`src/rtl/vga_pkg.sv`:
```
// ---------------------------------------------------------------------------
// vga_pkg
// Shared constants and types for the vga_example mandala generator:
//   - 640x480 horizontal/vertical timing (visible, porches, sync, totals)
//   - screen centre used to fold coordinates
//   - pattern-select enumeration
//   - small helpers for the folded-coordinate arithmetic
// ---------------------------------------------------------------------------
package vga_pkg;

    localparam logic [9:0] H_VISIBLE = 10'd640;
    localparam logic [9:0] H_FRONT   = 10'd16;
    localparam logic [9:0] H_SYNC    = 10'd96;
    localparam logic [9:0] H_BACK    = 10'd48;
    localparam logic [9:0] H_TOTAL   = 10'd800;

    localparam logic [9:0] V_VISIBLE = 10'd480;
    localparam logic [9:0] V_FRONT   = 10'd10;
    localparam logic [9:0] V_SYNC    = 10'd2;
    localparam logic [9:0] V_BACK    = 10'd33;
    localparam logic [9:0] V_TOTAL   = 10'd525;

    localparam logic [9:0] H_CENTRE  = 10'd320;
    localparam logic [9:0] V_CENTRE  = 10'd240;

    // Idle output word: both syncs inactive (high), all colour bits zero.
    localparam logic [7:0] UO_IDLE   = 8'h88;

    typedef enum logic [1:0] {
        RINGS   = 2'd0,
        XOR     = 2'd1,
        PRODUCT = 2'd2,
        SQUARE  = 2'd3
    } pattern_e;

    // Distance of a counter from a centre; always fits in 9 bits for this raster.
    function automatic logic [8:0] abs_diff(input logic [9:0] x, input logic [9:0] c);
        logic [9:0] d;
        if (x >= c) begin
            d = x - c;
        end else begin
            d = c - x;
        end
        return d[8:0];
    endfunction

endpackage

```
`src/rtl/vga_if.sv`:
```
// ---------------------------------------------------------------------------
// vga_if
// Standard tile pin bundle (8-in / 8-out / 8-bidir plus enable).
//   ena     : tile enable
//   ui_in   : dedicated inputs ([1:0] pattern select)
//   uio_in  : bidirectional pins, input side
//   uo_out  : dedicated outputs {hsync,B0,G0,R0,vsync,B1,G1,R1}
//   uio_out : bidirectional pins, output side
//   uio_oe  : bidirectional output enables
// master = the tile's environment (drives inputs), slave = the design.
// ---------------------------------------------------------------------------
interface vga_if;
    logic       ena;
    logic [7:0] ui_in;
    logic [7:0] uio_in;
    logic [7:0] uo_out;
    logic [7:0] uio_out;
    logic [7:0] uio_oe;

    modport master (
        output ena, ui_in, uio_in,
        input  uo_out, uio_out, uio_oe
    );

    modport slave (
        input  ena, ui_in, uio_in,
        output uo_out, uio_out, uio_oe
    );
endinterface

```
`src/rtl/vga_timing.sv`:
```
// ---------------------------------------------------------------------------
// vga_timing
// 800x525 raster counters for 640x480 VGA.
// Ports:
//   clk, rst_n  : pixel clock, asynchronous active-low reset
//   hcount      : 0..799, current column
//   vcount      : 0..524, current line
//   hsync/vsync : combinational active-low sync for the current position
//   visible     : current position lies in the 640x480 active area
//   frame_end   : last cycle of the frame (hcount=799, vcount=524)
// ---------------------------------------------------------------------------
module vga_timing
    import vga_pkg::*;
(
    input  logic       clk,
    input  logic       rst_n,
    output logic [9:0] hcount,
    output logic [9:0] vcount,
    output logic       hsync,
    output logic       vsync,
    output logic       visible,
    output logic       frame_end
);

    localparam logic [9:0] H_SYNC_START = H_VISIBLE + H_FRONT;
    localparam logic [9:0] H_SYNC_STOP  = H_VISIBLE + H_FRONT + H_SYNC;
    localparam logic [9:0] V_SYNC_START = V_VISIBLE + V_FRONT;
    localparam logic [9:0] V_SYNC_STOP  = V_VISIBLE + V_FRONT + V_SYNC;

    logic [9:0] hcount_q, hcount_d;
    logic [9:0] vcount_q, vcount_d;
    logic       h_last_s;
    logic       v_last_s;

    // Counter state register.
    always_ff @(posedge clk or negedge rst_n) begin
        if (!rst_n) begin
            hcount_q <= 10'd0;
            vcount_q <= 10'd0;
        end else begin
            hcount_q <= hcount_d;
            vcount_q <= vcount_d;
        end
    end

    // Next counter values: line wrap advances the line counter.
    always_comb begin
        h_last_s = (hcount_q == (H_TOTAL - 10'd1));
        v_last_s = (vcount_q == (V_TOTAL - 10'd1));
        hcount_d = hcount_q;
        vcount_d = vcount_q;
        if (h_last_s) begin
            hcount_d = 10'd0;
            if (v_last_s) begin
                vcount_d = 10'd0;
            end else begin
                vcount_d = vcount_q + 10'd1;
            end
        end else begin
            hcount_d = hcount_q + 10'd1;
        end
    end

    // Decoded raster flags for the current position.
    always_comb begin
        hsync     = !((hcount_q >= H_SYNC_START) && (hcount_q < H_SYNC_STOP));
        vsync     = !((vcount_q >= V_SYNC_START) && (vcount_q < V_SYNC_STOP));
        visible   = (hcount_q < H_VISIBLE) && (vcount_q < V_VISIBLE);
        frame_end = h_last_s && v_last_s;
    end

    assign hcount = hcount_q;
    assign vcount = vcount_q;

endmodule

```
`src/rtl/vga_example.sv`:
```
// ---------------------------------------------------------------------------
// vga_example
// Animated 8-fold-symmetric mandala on 640x480 VGA, 2 bits per colour.
// Ports:
//   clk    : pixel clock (rising edge)
//   rst_n  : asynchronous active-low reset
//   tile   : vga_if.slave pin bundle
//            ui_in[1:0] pattern select (latched at end of frame),
//            uo_out = {hsync,B0,G0,R0,vsync,B1,G1,R1} (registered),
//            uio_out / uio_oe tied to 0, ena / uio_in / ui_in[7:2] ignored.
// Configuration macro: VGA_ANIMATE_EN - when defined the frame counter
// advances once per frame; otherwise it stays 0 (static picture).
// ---------------------------------------------------------------------------
module vga_example
    import vga_pkg::*;
(
    input  logic   clk,
    input  logic   rst_n,
    vga_if.slave   tile
);

    logic [9:0]  hcount_s, vcount_s;
    logic        hsync_s, vsync_s, visible_s, frame_end_s;

    logic [7:0]  frame_q, frame_d;
    pattern_e    sel_q, sel_d;
    logic [7:0]  uo_q, uo_d;

    logic [8:0]  dx_s, dy_s, a_s, b_s;
    logic [17:0] prod_s;
    logic [7:0]  pix_s;
    logic [7:0]  shown_s;
    logic        unused_ok_s;

    vga_timing u_timing (
        .clk       (clk),
        .rst_n     (rst_n),
        .hcount    (hcount_s),
        .vcount    (vcount_s),
        .hsync     (hsync_s),
        .vsync     (vsync_s),
        .visible   (visible_s),
        .frame_end (frame_end_s)
    );

    // Frame counter, pattern select and output register.
    always_ff @(posedge clk or negedge rst_n) begin
        if (!rst_n) begin
            frame_q <= 8'd0;
            sel_q   <= RINGS;
            uo_q    <= UO_IDLE;
        end else begin
            frame_q <= frame_d;
            sel_q   <= sel_d;
            uo_q    <= uo_d;
        end
    end

    // Frame-boundary updates: select only changes between frames so a
    // pattern switch never tears the picture.
    always_comb begin
        if (frame_end_s) begin
            sel_d = pattern_e'(tile.ui_in[1:0]);
        end else begin
            sel_d = sel_q;
        end
`ifdef VGA_ANIMATE_EN
        if (frame_end_s) begin
            frame_d = frame_q + 8'd1;
        end else begin
            frame_d = frame_q;
        end
`else
        frame_d = 8'd0;
`endif
    end

    // Fold the pixel onto one octant: a is the larger, b the smaller distance.
    always_comb begin
        dx_s = abs_diff(hcount_s, H_CENTRE);
        dy_s = abs_diff(vcount_s, V_CENTRE);
        if (dx_s >= dy_s) begin
            a_s = dx_s;
            b_s = dy_s;
        end else begin
            a_s = dy_s;
            b_s = dx_s;
        end
        prod_s = 18'(a_s) * 18'(b_s);
    end

    // Pattern value; every result wraps to 8 bits.
    always_comb begin
        case (sel_q)
            RINGS:   pix_s = a_s[7:0] + b_s[7:0] + frame_q;
            XOR:     pix_s = (a_s[7:0] ^ b_s[7:0]) + frame_q;
            PRODUCT: pix_s = prod_s[13:6] + frame_q;
            SQUARE:  pix_s = a_s[7:0] - frame_q;
            default: pix_s = 8'd0;
        endcase
    end

    // Blanking and pin packing: R={v7,v4}, G={v6,v3}, B={v5,v2}.
    always_comb begin
        if (visible_s) begin
            shown_s = pix_s;
        end else begin
            shown_s = 8'd0;
        end
        uo_d = {hsync_s, shown_s[2], shown_s[3], shown_s[4],
                vsync_s, shown_s[5], shown_s[6], shown_s[7]};
    end

    assign tile.uo_out  = uo_q;
    assign tile.uio_out = 8'h00;
    assign tile.uio_oe  = 8'h00;

    // Inputs and product bits that intentionally have no effect.
    assign unused_ok_s = &{1'b0, tile.ena, tile.ui_in[7:2], tile.uio_in,
                           prod_s[17:14], prod_s[5:0], a_s[8], b_s[8],
                           shown_s[1:0]};

endmodule

```
`src/flat_wrapper.sv`:
```
// flat-port wrapper written by rule: the top's interface ports become plain ports
module vga_example_flat import vga_pkg::*;
  (clk, rst_n, tile_ena, tile_ui_in, tile_uio_in, tile_uo_out, tile_uio_out, tile_uio_oe);
  vga_if tile_i ();
  input  logic clk;
  input  logic rst_n;
  input wire logic [$bits(tile_i.ena)-1:0] tile_ena;
  input wire logic [$bits(tile_i.ui_in)-1:0] tile_ui_in;
  input wire logic [$bits(tile_i.uio_in)-1:0] tile_uio_in;
  output wire logic [$bits(tile_i.uo_out)-1:0] tile_uo_out;
  output wire logic [$bits(tile_i.uio_out)-1:0] tile_uio_out;
  output wire logic [$bits(tile_i.uio_oe)-1:0] tile_uio_oe;
  assign tile_i.ena = tile_ena;
  assign tile_i.ui_in = tile_ui_in;
  assign tile_i.uio_in = tile_uio_in;
  assign tile_uo_out = tile_i.uo_out;
  assign tile_uio_out = tile_i.uio_out;
  assign tile_uio_oe = tile_i.uio_oe;
  vga_example u_core (.clk(clk), .rst_n(rst_n), .tile(tile_i));
endmodule
```
`config.mk`:
```
export PLATFORM = sky130hd
export DESIGN_NAME = vga_example_flat
export DESIGN_NICKNAME = d
export VERILOG_FILES = /design/src/rtl/vga_pkg.sv /design/src/rtl/vga_if.sv /design/src/rtl/vga_timing.sv /design/src/rtl/vga_example.sv /design/src/flat_wrapper.sv
export SDC_FILE = /design/constraint.sdc
export NUM_CORES = 1
export LEC_CHECK = 0
export CAP_MARGIN = 20
export CORE_ASPECT_RATIO = 1.2
export CORE_MARGIN = 2
export CORE_UTILIZATION = 45
export DETAILED_ROUTE_END_ITERATION = 7
export GPL_ROUTABILITY_DRIVEN = 0
export PLACE_DENSITY_LB_ADDON = 0.12
export RECOVER_POWER = 50
export SETUP_SLACK_MARGIN = 0.05
export SLEW_MARGIN = 5
export SYNTH_ARGS = -nofsm -noshare
export SYNTH_HDL_FRONTEND = slang
export SYNTH_SLANG_ARGS = --single-unit
```
`constraint.sdc`:
```
create_clock -name clk -period 10 [get_ports clk]
set_input_delay 3 -clock clk [delete_from_list [all_inputs] [get_ports clk]]
set_output_delay 3 -clock clk [all_outputs]
set_load 0.03 [all_outputs]
```
==> images/port_trees.png <==
Scale: 4 px per um.
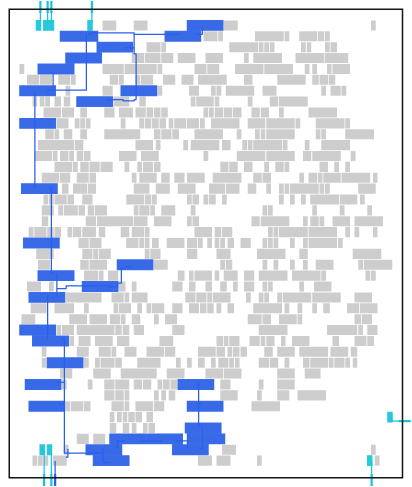
port	colour	bits	direction	end cells	buffers	wire
rst_n	blue	1	input	30	2	257 um
tile_uio_oe	cyan	8	output	8	0	29.2 um

==> images/class_map.png <==
Scale: 2 px per um.
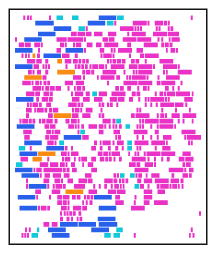
class	colour	cells	share of their area
clock drivers and dummy loads	orange	8	3.1%
registers	blue	30	15%
remaining logic cells	magenta	513	78%
remaining buffers and delay cells	cyan	22	3.8%
Core ar.: 0.0104 mm^2
Seq area share: 14.7%
Design Area, Final: 0.00511 mm^2
post-layout util: 49.1%

==> images/ff_map.png <==
Scale: 2 px per um.
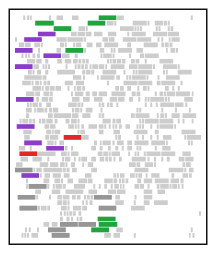
signal	colour	placed flops
u_core.sel_q	red	2
u_core.u_timing.hcount	purple	10
u_core.tile.uo_out	green	8
not coloured	10

==> images/clock_wires.png <==
Scale: 2 px per um.
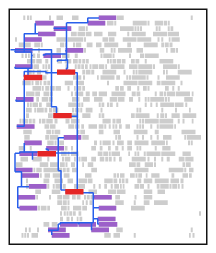
[flip-flops] purple | count: 30
[clock-net drivers] red | count: 5
[clock wires] blue | length: 505 um
routed clock nets	6

==> images/placed.png <==
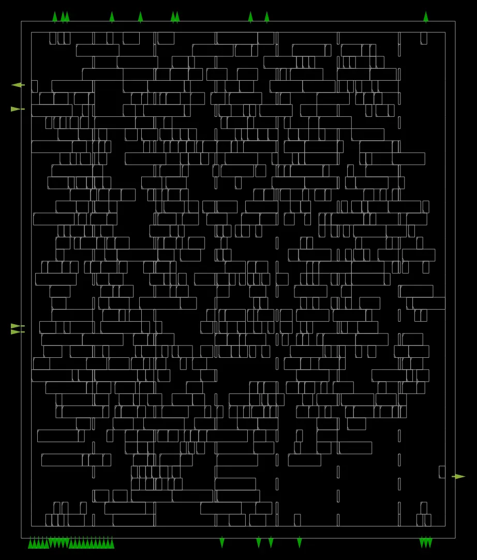
fill cell count: 1047
Well Taps: 129
Non-Filler Instances: 702
flop count: 30
num rows: 41

==> notes.md <==
run results: flip-flop and latch area 753 um^2, setup tns final 0 ns, n_diodes 0, #FFs+latches synth 30, Critical Path End Type register, FP Util 45.8%, RSZ-0062 raised after global routing no, Tcrit/Tclk final between 90 and 100%, CP Class register to register, # setup viols final 0, DP HPWL 8600 um, top cell type's share of synthesized area a little under a fifth, critical path's slowest cell a221o_1, Net Sw Frac 23.2%, failing checks max-capacitance violations, max-slew violations, Max Buffers Root-to-Sink 2, syn_area_per_cell 8.47 um^2, Pleak 0.00255 uW, Die ar. 0.0114 mm^2, aggregate global-route resource usage 19.4%, share of total power in sequential cells between 40 and 50%, Gate Area 0.00354 mm^2, layout net count roughly 690, fraction of layout cells with a size suffix above 1 6.81%, antenna violations before repair 0, Comb pwr share under 10%, Post-synth EDFFs 0, Crit path arrival time between 9 and 10 ns, Power Density 56.2 mW/mm^2, Clock transition at path regs around 0.050 ns, post-CTS setup buffers 0, Async SR Flop Fraction 100%, CP required around 10 ns, Worst setup SP type register, CTS tree yes, Final Skew approximately 0.0052 ns, Place WS about 1 ns, Slew @ Worst Pin around 1.6 ns, Gate Count Post-Synth 563, Worst VDD drop around 110 uV, CTS resizes 0, post-synthesis cell area around 0.0048 mm^2, ys cells 563, OpenROAD warnings about 57, Final ANT Viol Nets 0, sequential area share after synthesis between 15 and 20%, port bufs 11, min setup slack post-route between 0.9 and 1 ns, Late-Pin Clk Latency around 0.28 ns, NetSw approximately 67 uW, most numerous cell on the critical path inv_1, H-tree levels 2, Pre-antenna DRT Iters 4, hold path depth 1, status complete, but fails checks, P&R area growth vs syn 7.30%, Vias/cell 5.22, CTS root buf clkbuf_16, clock sink total 30, Final Hold Viols 0, Die W 97.9 um, CTS buffer count 5, Hold Crit Class register to register, Pins Over Slew Limit 31, die height between 100 and 150 um, Yosys chip area ~0.0048 mm^2, Cell Type Count around 55, Main area contributors fa_1, dfrtp_1, ha_1, global-route wire length before repair approximately 18000 um, largest net degree at the start of global routing 31, top-count cell post-synth inv_1, Placed Instance Area 0.00497 mm^2, IO Pins around 43, Synth warnings 0, max-cap viol count 1
==> registers in the layout, summed over array words and instances, names as in the netlist <==
| register | flops |
|---|---|
| u_core.tile.uo_out | 8 |
| u_core.u_timing.vcount | 10 |
| u_core.u_timing.hcount | 10 |
| u_core.sel_q | 2 |
==> final timing paths <==
path                                                startpoint                                    end
setup / recovery           u_core.u_timing.hcount[0]$_DFF_PN0_        u_core.tile.uo_out[1]$_DFF_PN0_
hold / removal             u_core.u_timing.hcount[2]$_DFF_PN0_    u_core.u_timing.hcount[2]$_DFF_PN0_
setup reg to reg           u_core.u_timing.hcount[0]$_DFF_PN0_        u_core.tile.uo_out[1]$_DFF_PN0_
hold reg to reg            u_core.u_timing.hcount[2]$_DFF_PN0_    u_core.u_timing.hcount[2]$_DFF_PN0_
max in group asynchronous                                rst_n    u_core.u_timing.hcount[9]$_DFF_PN0_
min in group asynchronous                                rst_n  u_core.u_timing.vcount[8]$_DFFE_PN0P_
==> worst max-delay path, delay by kind of cell (launching register included) <==
kind / cells / cell delay, ns
compound gates: 11 / 3.67
fa+ha+maj: 7 / 3.00
simple gates: 3 / 0.70
buf+inv: 6 / 0.59
flops: 1 / 0.56
mux: 1 / 0.25
xor+xnor: 1 / 0.18
==> routing by layer <==
| metal | vias up | GRT usage (%) | wire [um] |
|---|---|---|---|
| met5 | - | 0 | 0 |
| met1 | 1773 | 24.1 | 4700 |
| met2 | 54 | 35.7 | 5330 |
| met4 | 0 | 6.30 | 233 |
| met3 | 15 | 1.68 | 254 |
| li1 | 1820 | - | - |
==> power groups by stage <==
stage                     combinational (uW)  sequential, uW  clock, uW
after floorplan                         12.6             124          0
after global placement                  11.6             124          0
after detailed placement                11.7             124          0
after CTS                               11.7             122        157
after global routing                    12.3             121        162
final                                   11.2             122        155
==> logic make-up after synthesis <==
kind of cell,Yosys count,share of synthesized area (%)
AND/OR/NAND/NOR,185,18.7
buffers and inverters,119,11.0
adder cells (fa/ha/maj),94,31.6
AND-OR/OR-AND,81,12.2
XOR/XNOR,34,6.54
flip-flops,30,15.8
multiplexers,19,4.12
other,1,0.0787
==> layout by cell type (no fill, tap or decap), drive strengths merged, types with 13 or more instances in the layout <==
cell / Yosys / layout
nand3: 13 / 13
mux2i: 14 / 14
conb: 1 / 16
dfrtp: 28 / 28
nor3: 13 / 13
a21oi: 16 / 16
ha: 50 / 50
o21ai: 25 / 25
inv: 84 / 84
fa: 44 / 44
xnor2: 26 / 26
nand2: 49 / 49
nor2: 56 / 56
==> area by class of cell <==
class | instances | share of cell area [%]
sequential | 30 | 14.7
tap | 129 | 3.16
clock inverter | 2 | 0.245
clock buffer | 6 | 2.72
timing repair buffer | 22 | 3.69
multi-input combinational | 429 | 69.3
inverter | 84 | 6.17
==> stage by stage <==
stage | total power (uW) | hold slack (ns) | utilization, %
floorplan | 136 | 0.554 | -
global placement | 135 | 0.602 | 47.7
detailed placement | 135 | 0.608 | 47.7
CTS | 290 | 0.616 | 49.1
global route | 296 | 0.641 | 49.1
finish | 287 | 0.620 | 49.1
Power figures rest on the tool's default switching activity, not on a simulated workload.
